## src/rtl/handshake_sender_pkg.sv

```systemverilog
// Shared types and link-word helpers for the four-phase frame sender.
// Imported by the top; the optional ack timeout is gated by SENDER_TIMEOUT_EN.
package handshake_sender_pkg;

    typedef enum logic [2:0] {
        S_IDLE,
        S_SETUP,
        S_REQ_HI,
        S_REQ_LO,
        S_DONE
    } state_e;

    localparam int          IDX_W    = 9;
    localparam logic [5:0]  HDR_WORD = 6'b010000;

    // Odd parity over all six bits: the receiver discards any word whose XOR is 0.
    function automatic logic [5:0] link_word(input logic flag, input logic [3:0] nib);
        return {~(flag ^ (^nib)), flag, nib};
    endfunction

    function automatic int chunk_count(input int n);
        return (n + 3) / 4;
    endfunction

endpackage

```

## src/rtl/handshake_sender_if.sv

```systemverilog
// Link-side bundle between the sender board and the four-phase receiver.
interface handshake_sender_if;

    logic       wire_req;
    logic [5:0] wire_data_deliver;
    logic       wire_ack;

    modport master (
        output wire_req,
        output wire_data_deliver,
        input  wire_ack
    );

    modport slave (
        input  wire_req,
        input  wire_data_deliver,
        output wire_ack
    );

endinterface

```

## src/rtl/handshake_sender_ack_sync_2ff.sv

```systemverilog
// Two-flop synchroniser bringing the receiver's ack into the sender clock domain.
module ack_sync_2ff (
    input  logic clk,
    input  logic rst,
    input  logic d,
    output logic q
);

    logic meta_q, meta_d;
    logic sync_q, sync_d;

    always_comb begin
        meta_d = d;
        sync_d = meta_q;
    end

    always_ff @(posedge clk or posedge rst) begin
        if (rst) begin
            meta_q <= 1'b0;
            sync_q <= 1'b0;
        end else begin
            meta_q <= meta_d;
            sync_q <= sync_d;
        end
    end

    assign q = sync_q;

endmodule

```

## src/rtl/handshake_sender.sv

```systemverilog
// Serialises an N-bit frame into header + ceil(N/4) parity-protected nibble words over req/ack.
// Define SENDER_TIMEOUT_EN to abort and restart a frame when ack does not rise within TIMEOUT cycles.
module handshake_sender
    import handshake_sender_pkg::*;
#(
    parameter int N = 1500
`ifdef SENDER_TIMEOUT_EN
    , parameter int TIMEOUT = 4096
`endif
) (
    input  logic                clk_sender,
    input  logic                rst_sender,
    input  logic [N-1:0]        data_in,
    input  logic                start,
    output logic                busy,
    output logic                done,
    output logic                err_timeout,
    handshake_sender_if.master  link
);

    localparam int               C        = chunk_count(N);
    localparam int               FW       = 4 * C;
    localparam logic [IDX_W-1:0] LAST_IDX = IDX_W'(C - 1);

    state_e           state_q, state_d;
    logic             req_q, req_d;
    logic [5:0]       word_q, word_d;
    logic             busy_q, busy_d;
    logic             done_q, done_d;
    logic [FW-1:0]    frame_q, frame_d;
    logic [IDX_W-1:0] idx_q, idx_d;
    logic             hdr_sent_q, hdr_sent_d;
    logic [IDX_W-1:0] nxt_idx;
    logic [3:0]       nib_sel;
    logic             ack_s;

    ack_sync_2ff u_ack_sync (
        .clk (clk_sender),
        .rst (rst_sender),
        .d   (link.wire_ack),
        .q   (ack_s)
    );

`ifdef SENDER_TIMEOUT_EN
    localparam int             TMO_W    = (TIMEOUT > 1) ? $clog2(TIMEOUT) : 1;
    localparam logic [TMO_W-1:0] TMO_LAST = TMO_W'(TIMEOUT - 1);

    logic [TMO_W-1:0] tmo_cnt_q, tmo_cnt_d;
    logic             restart_q, restart_d;
    logic             err_q, err_d;
`endif

    // Header occupies its own slot, so the first data word is chunk 0, not idx+1.
    always_comb begin
        nxt_idx = hdr_sent_q ? (idx_q + 1'b1) : '0;
        nib_sel = frame_q[{nxt_idx, 2'b00} +: 4];
    end

    always_comb begin
        state_d    = state_q;
        req_d      = req_q;
        word_d     = word_q;
        busy_d     = busy_q;
        done_d     = 1'b0;
        frame_d    = frame_q;
        idx_d      = idx_q;
        hdr_sent_d = hdr_sent_q;
`ifdef SENDER_TIMEOUT_EN
        tmo_cnt_d  = tmo_cnt_q;
        restart_d  = restart_q;
        err_d      = 1'b0;
`endif
        case (state_q)
            S_IDLE: begin
                if (start) begin
                    frame_d    = FW'(data_in);
                    busy_d     = 1'b1;
                    word_d     = HDR_WORD;
                    idx_d      = '0;
                    hdr_sent_d = 1'b0;
                    state_d    = S_SETUP;
                end
            end
            S_SETUP: begin
                req_d   = 1'b1;
                state_d = S_REQ_HI;
`ifdef SENDER_TIMEOUT_EN
                tmo_cnt_d = '0;
`endif
            end
            S_REQ_HI: begin
                if (ack_s) begin
                    req_d   = 1'b0;
                    state_d = S_REQ_LO;
                end
`ifdef SENDER_TIMEOUT_EN
                else if (tmo_cnt_q == TMO_LAST) begin
                    req_d     = 1'b0;
                    err_d     = 1'b1;
                    restart_d = 1'b1;
                    state_d   = S_REQ_LO;
                end else begin
                    tmo_cnt_d = tmo_cnt_q + 1'b1;
                end
`endif
            end
            S_REQ_LO: begin
                // Word may only move once the receiver has released ack.
                if (!ack_s) begin
`ifdef SENDER_TIMEOUT_EN
                    if (restart_q) begin
                        word_d     = HDR_WORD;
                        idx_d      = '0;
                        hdr_sent_d = 1'b0;
                        restart_d  = 1'b0;
                        state_d    = S_SETUP;
                    end else
`endif
                    if (hdr_sent_q && (idx_q == LAST_IDX)) begin
                        done_d  = 1'b1;
                        state_d = S_DONE;
                    end else begin
                        word_d     = link_word(1'b0, nib_sel);
                        idx_d      = nxt_idx;
                        hdr_sent_d = 1'b1;
                        state_d    = S_SETUP;
                    end
                end
            end
            S_DONE: begin
                busy_d  = 1'b0;
                state_d = S_IDLE;
            end
            default: state_d = S_IDLE;
        endcase
    end

    always_ff @(posedge clk_sender or posedge rst_sender) begin
        if (rst_sender) begin
            state_q    <= S_IDLE;
            req_q      <= 1'b0;
            word_q     <= '0;
            busy_q     <= 1'b0;
            done_q     <= 1'b0;
            frame_q    <= '0;
            idx_q      <= '0;
            hdr_sent_q <= 1'b0;
        end else begin
            state_q    <= state_d;
            req_q      <= req_d;
            word_q     <= word_d;
            busy_q     <= busy_d;
            done_q     <= done_d;
            frame_q    <= frame_d;
            idx_q      <= idx_d;
            hdr_sent_q <= hdr_sent_d;
        end
    end

`ifdef SENDER_TIMEOUT_EN
    always_ff @(posedge clk_sender or posedge rst_sender) begin
        if (rst_sender) begin
            tmo_cnt_q <= '0;
            restart_q <= 1'b0;
            err_q     <= 1'b0;
        end else begin
            tmo_cnt_q <= tmo_cnt_d;
            restart_q <= restart_d;
            err_q     <= err_d;
        end
    end

    assign err_timeout = err_q;
`else
    assign err_timeout = 1'b0;
`endif

    assign link.wire_req          = req_q;
    assign link.wire_data_deliver = word_q;
    assign busy                   = busy_q;
    assign done                   = done_q;

endmodule
```

## src/flat_wrapper.sv

```systemverilog
// flat-port wrapper written by rule: the top's interface ports become plain ports
module handshake_sender_flat import handshake_sender_pkg::*;
#(
    parameter int N = 1500

)
  (clk_sender, rst_sender, data_in, start, busy, done, err_timeout, link_wire_req, link_wire_data_deliver, link_wire_ack);
  handshake_sender_if link_i ();
  input  logic clk_sender;
  input  logic rst_sender;
  input  logic [N-1:0] data_in;
  input  logic start;
  output logic busy;
  output logic done;
  output logic err_timeout;
  output wire logic [$bits(link_i.wire_req)-1:0] link_wire_req;
  output wire logic [$bits(link_i.wire_data_deliver)-1:0] link_wire_data_deliver;
  input wire logic [$bits(link_i.wire_ack)-1:0] link_wire_ack;
  assign link_wire_req = link_i.wire_req;
  assign link_wire_data_deliver = link_i.wire_data_deliver;
  assign link_i.wire_ack = link_wire_ack;
  handshake_sender #(.N(N)) u_core (.clk_sender(clk_sender), .rst_sender(rst_sender), .data_in(data_in), .start(start), .busy(busy), .done(done), .err_timeout(err_timeout), .link(link_i));
endmodule
```

## config.mk

```make
export PLATFORM = sky130hd
export DESIGN_NAME = handshake_sender_flat
export DESIGN_NICKNAME = d
export VERILOG_FILES = /design/src/rtl/handshake_sender_pkg.sv /design/src/rtl/handshake_sender_if.sv /design/src/rtl/handshake_sender_ack_sync_2ff.sv /design/src/rtl/handshake_sender.sv /design/src/flat_wrapper.sv
export SDC_FILE = /design/constraint.sdc
export NUM_CORES = 2
export LEC_CHECK = 0
export CAP_MARGIN = 10
export CORE_AREA = 2 2 581 583
export DETAILED_ROUTE_END_ITERATION = 10
export DIE_AREA = 0 0 583 585
export GPL_TIMING_DRIVEN = 0
export HOLD_SLACK_MARGIN = 0.06
export SYNTH_ARGS = -nofsm -noshare
export SYNTH_HDL_FRONTEND = slang
export SYNTH_SLANG_ARGS = --single-unit
```

## constraint.sdc

```tcl
create_clock -name clk_sender -period 62 [get_ports clk_sender]
set_clock_uncertainty 0.1 [all_clocks]
set_input_delay 9.3 -clock clk_sender [delete_from_list [all_inputs] [get_ports clk_sender]]
set_output_delay 9.3 -clock clk_sender [all_outputs]
set_load 0.005 [all_outputs]
```

==> images/util_map.png <==
(0.5 px per um) The die is cut into 29 by 29 equal tiles; black is low, pale yellow is high, 0 to 100% covered.
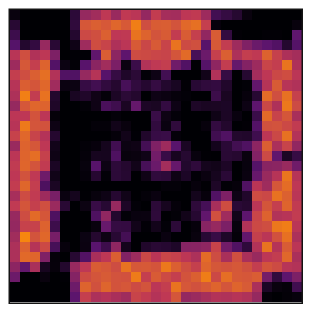
The fullest tile reaches 73%. The emptiest ninth of the die: center. 23% of the tiles are nearly empty. The mean over all tiles is 28%. The densest ninth of the die: south-east.
Core ar.: 335000 um^2
post-layout util: 0.300
Initial Utilization: 0.210

==> images/clock_wires.png <==
(1 px per um)
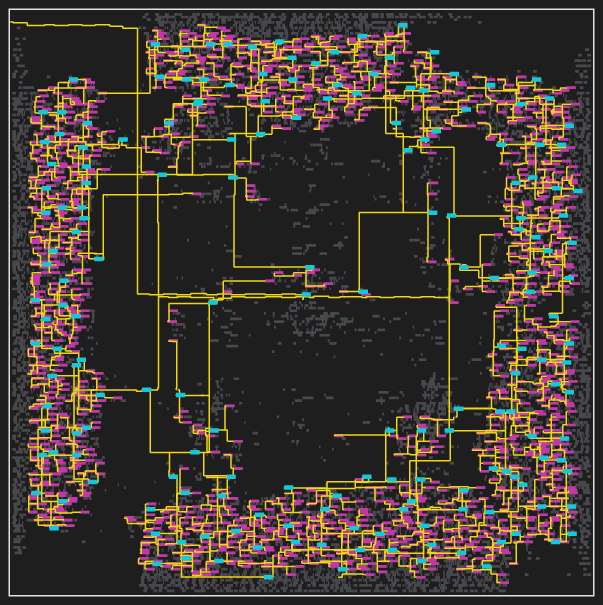
Cyan is clock-net drivers, count 184. Magenta is flip-flops, count 1524. Yellow is clock wires, length 24.2 mm.
There are 185 routed clock nets.
Clk. pwr: 0.00115 W
power share of the clock group: 0.233
Clock Latency Late Sink: 0.88 ns

==> images/clock_nets.png <==
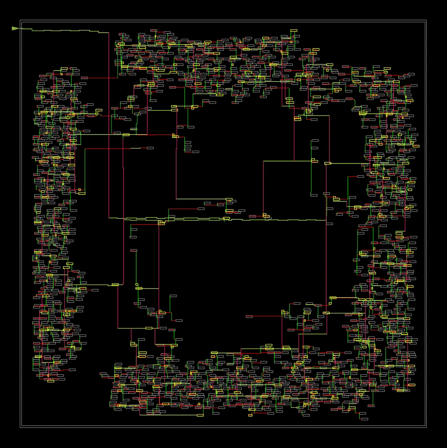
clock buffer count from CTS: 184
FFs & Latches: 1524
TritonCTS Sinks: 1524
# clk buffers: 262

==> images/class_map.png <==
(1 px per um) Fill, decap, tap and diode cells in gray.
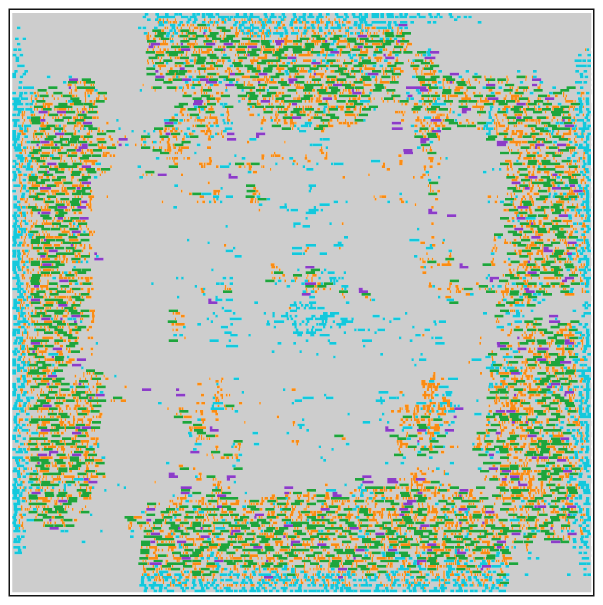
Cyan is remaining buffers and delay cells, cells 2227. Green is registers, cells 1524. Purple is clock drivers and dummy loads, cells 329. Orange is remaining logic cells, cells 6134.

==> images/closeup.png <==
Region (279, 280) to (304, 305) um. Cells in gray, sequential cells in the stronger gray; small squares are vias.
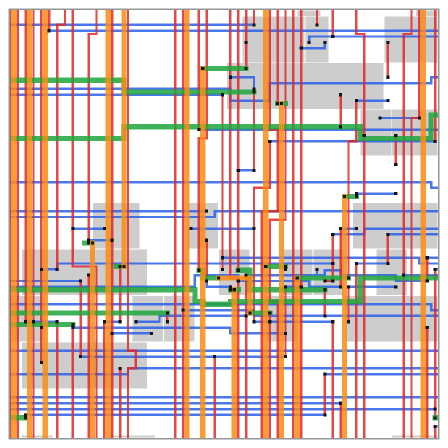
Green is M3. Red is M2. Blue is M1. Orange is M4.
20 logic cells have their middle in the window. Most frequent: buf_2 (8), buf_12 (4), clkdlybuf4s50_1 (3). Sequential cells in the window: 0.

==> results_dict.tcl <==
# metrics dict for downstream scripts
set metrics [dict create \
    status "finished clean" \
    period_needed_ns 13.24 \
    worstReg2RegEnd "u_core.link.wire_data_deliver[5]" \
    synth_flops 1524 \
    ff2ff_path_depth 25 \
    slew_viol_final 0 \
    finalNetCount 11600 \
    hpwl_um 493000 \
    critPathTopFamily "buffers and inverters" \
    cts-hold-fix-buffers 0 \
    ant_nets 0 \
    simple_gate_area_frac 0.282 \
    timing.fmax_ghz 0.0755 \
    worst_hold_path_type "flip-flop to flip-flop" \
    logic_area_um2 29800 \
    crit_arrival_ns 13.93 \
    synthCells 8233 \
    syn-num-nets 9739 \
    dieArea_um2 341000 \
    ys_area_um2 70300 \
    final-nonclk-buf-share 0.204 \
    pwr-share-comb 0.413 \
    cp_cell_sequence "clkdlybuf4s50_1 > nand2_1 > nor2_1 > clkbuf_4 > buf_12 > clkbuf_1 > clkbuf_1 > nand2_1 > nand2_1" \
    crit_start "start" \
    yosysWarnings 0 \
]
registers in the layout (all words and copies together), names as in the netlist:
register	flops
u_core.busy	1
u_core.done	1
u_core.frame_q	1500
u_core.hdr_sent_q	1
u_core.idx_q	9
u_core.link.wire_data_deliver	6
u_core.link.wire_req	1
u_core.state_q	3
u_core.u_ack_sync.meta_q	1
u_core.u_ack_sync.q	1
layer usage:
layer / vias up / GRT usage
met5: - / 0.00883
met1: 37600 / 0.440
met3: 1398 / 0.120
li1: 30700 / -
met2: 5924 / 0.557
met4: 76 / 0.224
metrics by stage:
stage          area [um^2]  power (W)  setup WS (ns)
2_1_floorplan        70300    0.00252           9.61
3_3_place_gp         90900    0.00362         -11.26
3_5_place_dp         94000    0.00371          47.86
4_1_cts             100000    0.00486          48.78
5_1_grt             100000    0.00507          48.84
6_report            101000    0.00493          48.76
No activity file was given, so power comes from the tool's default toggle rates.
